===== src/rtl/six_one_demux_tdm_if.sv =====
// rtl/six_one_demux_tdm_if.sv - beat input and channel output bundle for the 1:6 TDM demux
interface six_one_demux_tdm_if #(
    parameter int WIDTH = 1
);
    logic [WIDTH-1:0]   In;
    logic               In_valid;
    logic               Sof;
    logic               Mode;
    logic [2:0]         Sel;
    logic               Clr_err;
    logic [6*WIDTH-1:0] Out;
    logic [5:0]         Out_valid;
    logic               Frame_done;
    logic [2:0]         Slot;
    logic               Sel_err;
    logic               Frame_err;

    modport slave (
        input  In, In_valid, Sof, Mode, Sel, Clr_err,
        output Out, Out_valid, Frame_done, Slot, Sel_err, Frame_err
    );

    modport master (
        output In, In_valid, Sof, Mode, Sel, Clr_err,
        input  Out, Out_valid, Frame_done, Slot, Sel_err, Frame_err
    );
endinterface


===== src/rtl/six_one_demux_tdm.sv =====
// rtl/six_one_demux_tdm.sv - 1:6 demux with addressed mode and TDM frame-release mode
module six_one_demux_tdm #(
    parameter int WIDTH = 1
) (
    input  logic                 clk,
    input  logic                 rst_n,
    six_one_demux_tdm_if.slave   bus
);
    logic                 mode_q;
    logic [2:0]           slot_q;
    logic [WIDTH-1:0]     shadow [0:4];
    logic [6*WIDTH-1:0]   out_q;
    logic [5:0]           out_valid_q;
    logic                 frame_done_q;
    logic                 sel_err_q;
    logic                 frame_err_q;

    logic                 mode_changed;
    logic [2:0]           slot_base;
    logic [2:0]           eff_slot;

    // Restarting at slot 0 is enough to discard a partial frame: every shadow
    // entry is rewritten before the next release can happen.
    assign mode_changed = (bus.Mode != mode_q);
    assign slot_base    = mode_changed ? 3'd0 : slot_q;
    assign eff_slot     = bus.Sof ? 3'd0 : slot_base;

    always_ff @(posedge clk) begin
        if (!rst_n) begin
            mode_q       <= 1'b0;
            slot_q       <= 3'd0;
            out_q        <= '0;
            out_valid_q  <= '0;
            frame_done_q <= 1'b0;
            sel_err_q    <= 1'b0;
            frame_err_q  <= 1'b0;
            for (int n = 0; n < 5; n++) begin
                shadow[n] <= '0;
            end
        end else begin
            mode_q       <= bus.Mode;
            out_valid_q  <= '0;
            frame_done_q <= 1'b0;
            slot_q       <= slot_base;

            if (bus.Clr_err) begin
                sel_err_q   <= 1'b0;
                frame_err_q <= 1'b0;
            end

            if (bus.In_valid) begin
                if (!bus.Mode) begin
                    slot_q <= 3'd0;
                    if (bus.Sel > 3'd5) begin
                        sel_err_q <= 1'b1;
                    end else begin
                        for (int n = 0; n < 6; n++) begin
                            if (bus.Sel == 3'(n)) begin
                                out_q[n*WIDTH +: WIDTH] <= bus.In;
                                out_valid_q[n]          <= 1'b1;
                            end
                        end
                    end
                end else begin
                    if (bus.Sof && slot_base != 3'd0) begin
                        frame_err_q <= 1'b1;
                    end
                    if (eff_slot == 3'd5) begin
                        for (int n = 0; n < 5; n++) begin
                            out_q[n*WIDTH +: WIDTH] <= shadow[n];
                        end
                        out_q[5*WIDTH +: WIDTH] <= bus.In;
                        out_valid_q             <= '1;
                        frame_done_q            <= 1'b1;
                        slot_q                  <= 3'd0;
                    end else begin
                        for (int n = 0; n < 5; n++) begin
                            if (eff_slot == 3'(n)) begin
                                shadow[n] <= bus.In;
                            end
                        end
                        slot_q <= eff_slot + 3'd1;
                    end
                end
            end
        end
    end

    assign bus.Out        = out_q;
    assign bus.Out_valid  = out_valid_q;
    assign bus.Frame_done = frame_done_q;
    assign bus.Slot       = slot_q;
    assign bus.Sel_err    = sel_err_q;
    assign bus.Frame_err  = frame_err_q;
endmodule


===== src/flat_wrapper.sv =====
// flat-port wrapper written by rule: the top's interface ports become plain ports
module six_one_demux_tdm_flat 
#(
    parameter int WIDTH = 1
)
  (clk, rst_n, bus_In, bus_In_valid, bus_Sof, bus_Mode, bus_Sel, bus_Clr_err, bus_Out, bus_Out_valid, bus_Frame_done, bus_Slot, bus_Sel_err, bus_Frame_err);
  six_one_demux_tdm_if #(.WIDTH(WIDTH)) bus_i ();
  input  logic clk;
  input  logic rst_n;
  input wire logic [$bits(bus_i.In)-1:0] bus_In;
  input wire logic [$bits(bus_i.In_valid)-1:0] bus_In_valid;
  input wire logic [$bits(bus_i.Sof)-1:0] bus_Sof;
  input wire logic [$bits(bus_i.Mode)-1:0] bus_Mode;
  input wire logic [$bits(bus_i.Sel)-1:0] bus_Sel;
  input wire logic [$bits(bus_i.Clr_err)-1:0] bus_Clr_err;
  output wire logic [$bits(bus_i.Out)-1:0] bus_Out;
  output wire logic [$bits(bus_i.Out_valid)-1:0] bus_Out_valid;
  output wire logic [$bits(bus_i.Frame_done)-1:0] bus_Frame_done;
  output wire logic [$bits(bus_i.Slot)-1:0] bus_Slot;
  output wire logic [$bits(bus_i.Sel_err)-1:0] bus_Sel_err;
  output wire logic [$bits(bus_i.Frame_err)-1:0] bus_Frame_err;
  assign bus_i.In = bus_In;
  assign bus_i.In_valid = bus_In_valid;
  assign bus_i.Sof = bus_Sof;
  assign bus_i.Mode = bus_Mode;
  assign bus_i.Sel = bus_Sel;
  assign bus_i.Clr_err = bus_Clr_err;
  assign bus_Out = bus_i.Out;
  assign bus_Out_valid = bus_i.Out_valid;
  assign bus_Frame_done = bus_i.Frame_done;
  assign bus_Slot = bus_i.Slot;
  assign bus_Sel_err = bus_i.Sel_err;
  assign bus_Frame_err = bus_i.Frame_err;
  six_one_demux_tdm #(.WIDTH(WIDTH)) u_core (.clk(clk), .rst_n(rst_n), .bus(bus_i));
endmodule

===== config.mk =====
export PLATFORM = sky130hd
export DESIGN_NAME = six_one_demux_tdm_flat
export DESIGN_NICKNAME = d
export VERILOG_FILES = /design/src/rtl/six_one_demux_tdm_if.sv /design/src/rtl/six_one_demux_tdm.sv /design/src/flat_wrapper.sv
export SDC_FILE = /design/constraint.sdc
export NUM_CORES = 1
export LEC_CHECK = 0
export CAP_MARGIN = 10
export CORE_MARGIN = 2
export CORE_UTILIZATION = 44
export CTS_CLUSTER_DIAMETER = 60
export DETAILED_ROUTE_END_ITERATION = 12
export MAX_ROUTING_LAYER = met4
export PLACE_DENSITY_LB_ADDON = 0.1
export SYNTH_ARGS = -nofsm -noshare
export SYNTH_HDL_FRONTEND = slang
export SYNTH_SLANG_ARGS = --single-unit

===== constraint.sdc =====
create_clock -name clk -period 1.96 [get_ports clk]
set_input_delay 0.294 -clock clk [delete_from_list [all_inputs] [get_ports clk]]
set_output_delay 0.294 -clock clk [all_outputs]
set_load 0.01 [all_outputs]

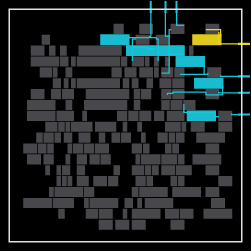
Fig. 1. Port wiring.
(4 px per um)
[`bus_Out`] cyan | bits: 6 | direction: output | end cells: 6 | buffers: 6 | wire: 113 um
[`bus_Frame_done`] yellow | bits: 1 | direction: output | end cells: 1 | buffers: 1 | wire: 13.6 um
count of port buffers added during placement: 27
# IOs: 28

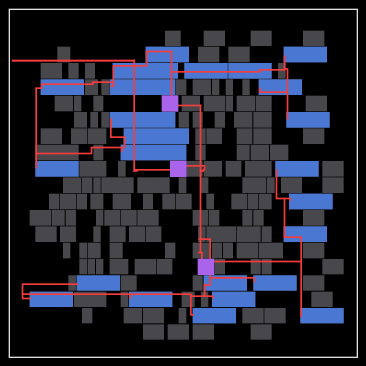
Fig. 2. Clock distribution.
(6 px per um)
[clock wires] red | length: 310 um
[flip-flops] blue | count: 24
[cells driving clock nets] purple | count: 3
routed clock nets: 4
final worst clock skew: 0.007267 ns
clock share of power: 25.9%
clk latency late pin: 0.33 ns
Clk power: 0.231 mW

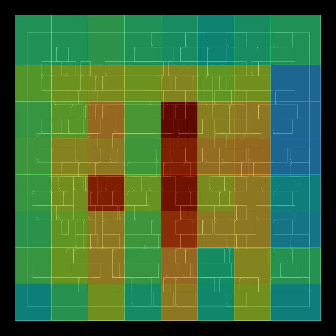
Fig. 3. Routing congestion.
Most Crowded Layer GR: met2
M1 GR Usage: 23.95%

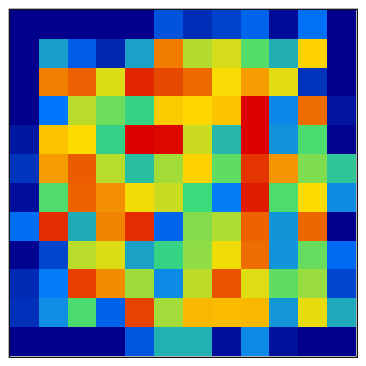
Fig. 4. Local utilization.
(6 px per um) 12 x 12 tiles, from dark blue (low) to red (high), 0 to 100% covered.
mean over tiles: 48%
nearly empty tiles: 14%
fullest tile: 100%
densest ninth of the die: centre
tiles over 75% full: 27%
post-route core utilization: 58.85%
Core Area: 2758 um^2
fp util: 46.10%

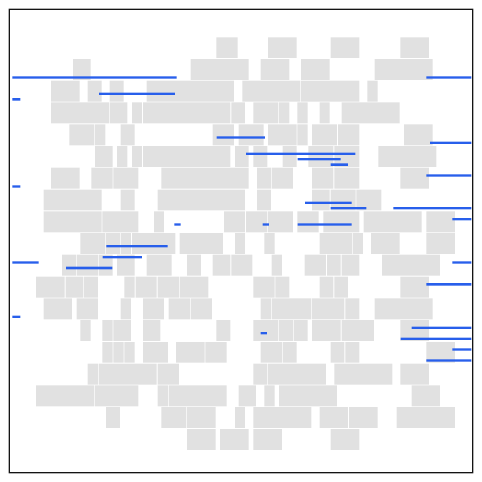
Fig. 5. Signal wires on met3.
(8 px per um) Cells faint in the background.
main direction: horizontal
share of all routed wire: 5.2%
nets with wire on the layer: 27
met3 usage: 2.902%
vias after detailed routing: 1169
overall routed net length: 2.929 mm

[cells in the mapped netlist, types with 2 or more instances]
cell	n	area, um^2
sky130_fd_sc_hd__dfxtp_1	19	380.4
sky130_fd_sc_hd__o21ai_0	14	70.07
sky130_fd_sc_hd__nand2_1	10	37.54
sky130_fd_sc_hd__nor2_1	10	37.54
sky130_fd_sc_hd__a21oi_1	6	30.03
sky130_fd_sc_hd__a32oi_1	6	52.55
sky130_fd_sc_hd__buf_2	6	30.03
sky130_fd_sc_hd__inv_1	6	22.52
sky130_fd_sc_hd__edfxtp_1	5	150.1
sky130_fd_sc_hd__buf_6	4	45.04
sky130_fd_sc_hd__nand2b_1	4	25.02
sky130_fd_sc_hd__nand3_1	4	20.02
sky130_fd_sc_hd__a22oi_1	3	22.52
sky130_fd_sc_hd__nor2b_1	3	18.77
sky130_fd_sc_hd__nor3_1	3	15.01
sky130_fd_sc_hd__and3b_1	2	17.52
sky130_fd_sc_hd__nand3b_1	2	15.01
sky130_fd_sc_hd__o32ai_1	2	17.52
[state kept, by name, indices dropped and copies added (netlist names)]
signal	cells
u_core.mode_q	1
u_core.bus.Frame_err	1
u_core.bus.Sel_err	1
u_core.bus.Frame_done	1
u_core.bus.Out	6
u_core.shadow	5
u_core.bus.Out_valid	6
u_core.bus.Slot	3
[area by class of cell]
cell class,count,area [um^2]
clock buffers,3,22.52
clock inverters,1,3.754
fillers,262,1135
inverters,7,27.53
multi-input cells,93,631.9
flip-flops and latches,24,530.5
well taps,31,38.79
repair buffers,40,367.9
[cells by family after synthesis]
family | share of synthesized area (%)
muxes | 0.7874
and+or+nand+nor | 24.31
DFF | 41.73
buffers and inverters | 8.956
adders and majority gates | 0.9841
xor gates and xnor gates | 0.6891
AOI/OAI and AO/OA | 22.54
[power by group through the flow]
| stage | logic (mW) | registers, mW | clock network (mW) |
|---|---|---|---|
| floorplan | 0.0771 | 0.533 | 0 |
| global placement | 0.138 | 0.532 | 0 |
| detailed placement | 0.138 | 0.532 | 0 |
| CTS | 0.139 | 0.521 | 0.228 |
| global route | 0.154 | 0.523 | 0.249 |
| finish | 0.141 | 0.521 | 0.231 |
[worst max-delay path by stage]
| stage | startpoint | to | slack, ns |
|---|---|---|---|
| final | bus_Mode | u_core.shadow[0][1]$_DFFE_PP_ | 0.14 |
| after detailed placement | bus_Mode | u_core.shadow[0][1]$_DFFE_PP_ | -0.30 |
| after floorplan | u_core.mode_q$_SDFF_PN0_ | u_core.shadow[0][0]$_DFFE_PP_ | 0.08 |
| after global routing | bus_Mode | u_core.shadow[0][3]$_DFFE_PP_ | 0.05 |
| after global placement | bus_Mode | u_core.shadow[0][2]$_DFFE_PP_ | -0.28 |
| after CTS | bus_Mode | u_core.shadow[0][4]$_DFFE_PP_ | 0.03 |
[repair_timing]
item / 4_1_cts / 5_1_grt
hold buffers: 0 / 0
setup endpoints to repair: 0 / 5
endpoints found under the hold margin: 0 / 0
resized: 0 / 1
[metal layers]
layer	track usage, %	share of wire [%]	vias up
met2	30.84	47	40
met1	23.95	47	554
met4	7.309	1.4	0
li1	-	-	570
met3	2.902	5.2	5
met5	-	0	-
==> qor.txt <==
Count of unresolved DRC violations after routing: 0
Mapped Cells: 136
Result of the run: finished clean
Peak supply drop: 0.0003769 V
Post-synthesis to final-layout area growth: 27.66%
Start-to-end type of the worst setup path: input port to flop
Num CTS Buffers: 3
Instance count after placement with tap cells included: 195
Total power of the final layout: 0.8932 mW
Worst Path Arrival: 1.89 ns
Top library cells by usage in the layout, fill and taps aside: sky130_fd_sc_hd__clkdlybuf4s50_1 (27), sky130_fd_sc_hd__dfxtp_1 (19), sky130_fd_sc_hd__o21ai_0 (14), sky130_fd_sc_hd__buf_4 (13)
Vias per cell: 5.874
Final setup violation count: 0
Internal power of the cells: 0.6568 mW
Synthesized cell area: 1271 um^2
Flip-flop cell with the highest count after synthesis: sky130_fd_sc_hd__dfxtp_1
Reg2reg start: u_core.mode_q$_SDFF_PN0_
Post-layout instance count excluding filler cells: 199
First-pass iteration count of the detailed router: 4
Mean post-synth cell area: 9.347 um^2
Chip area from the yosys synthesis statistics: 1271 um^2
Static leakage: 0.6299 nW
Part of the Yosys area used for sequential elements: 41.73%
Summed negative setup slack over all endpoints: 0 ns
Placed Instance Area: 1592 um^2
Ant. Diodes: 0
GRT Total Usage: 19.05%
Achievable frequency: 549.4 MHz
Count of instantiated cells in the yosys netlist: 136
Startpoint of the most critical hold path: u_core.bus.Out[5]$_SDFFE_PN0P_
Share of layout cells above drive strength 1: 14.88%
Endpoint, Worst Hold: u_core.bus.Out[5]$_SDFFE_PN0P_
Row count: 19
Final #Nets: 180
Shortest clock period the worst path allows after layout: 1.820 ns
Proportion of register bits with asynchronous set or reset after synthesis: 0%
DIE HEIGHT: 57.75 um
Final critical-path share of the clock period: 92.86%
Reg-to-reg setup timing slack: 0.24 ns
Vias in the first global route: 1096
Number of H-tree levels: 1
TritonCTS clock tree: yes
Fin worst setup slack: 0.1399 ns
CP Capture Type: flop
Number of post-CTS setup repair buffers: 0
End of the worst register-to-register path: u_core.shadow[0][1]$_DFFE_PP_
Routed length per instance: 14.72 um
No activity file was given, so power comes from the tool's default toggle rates.
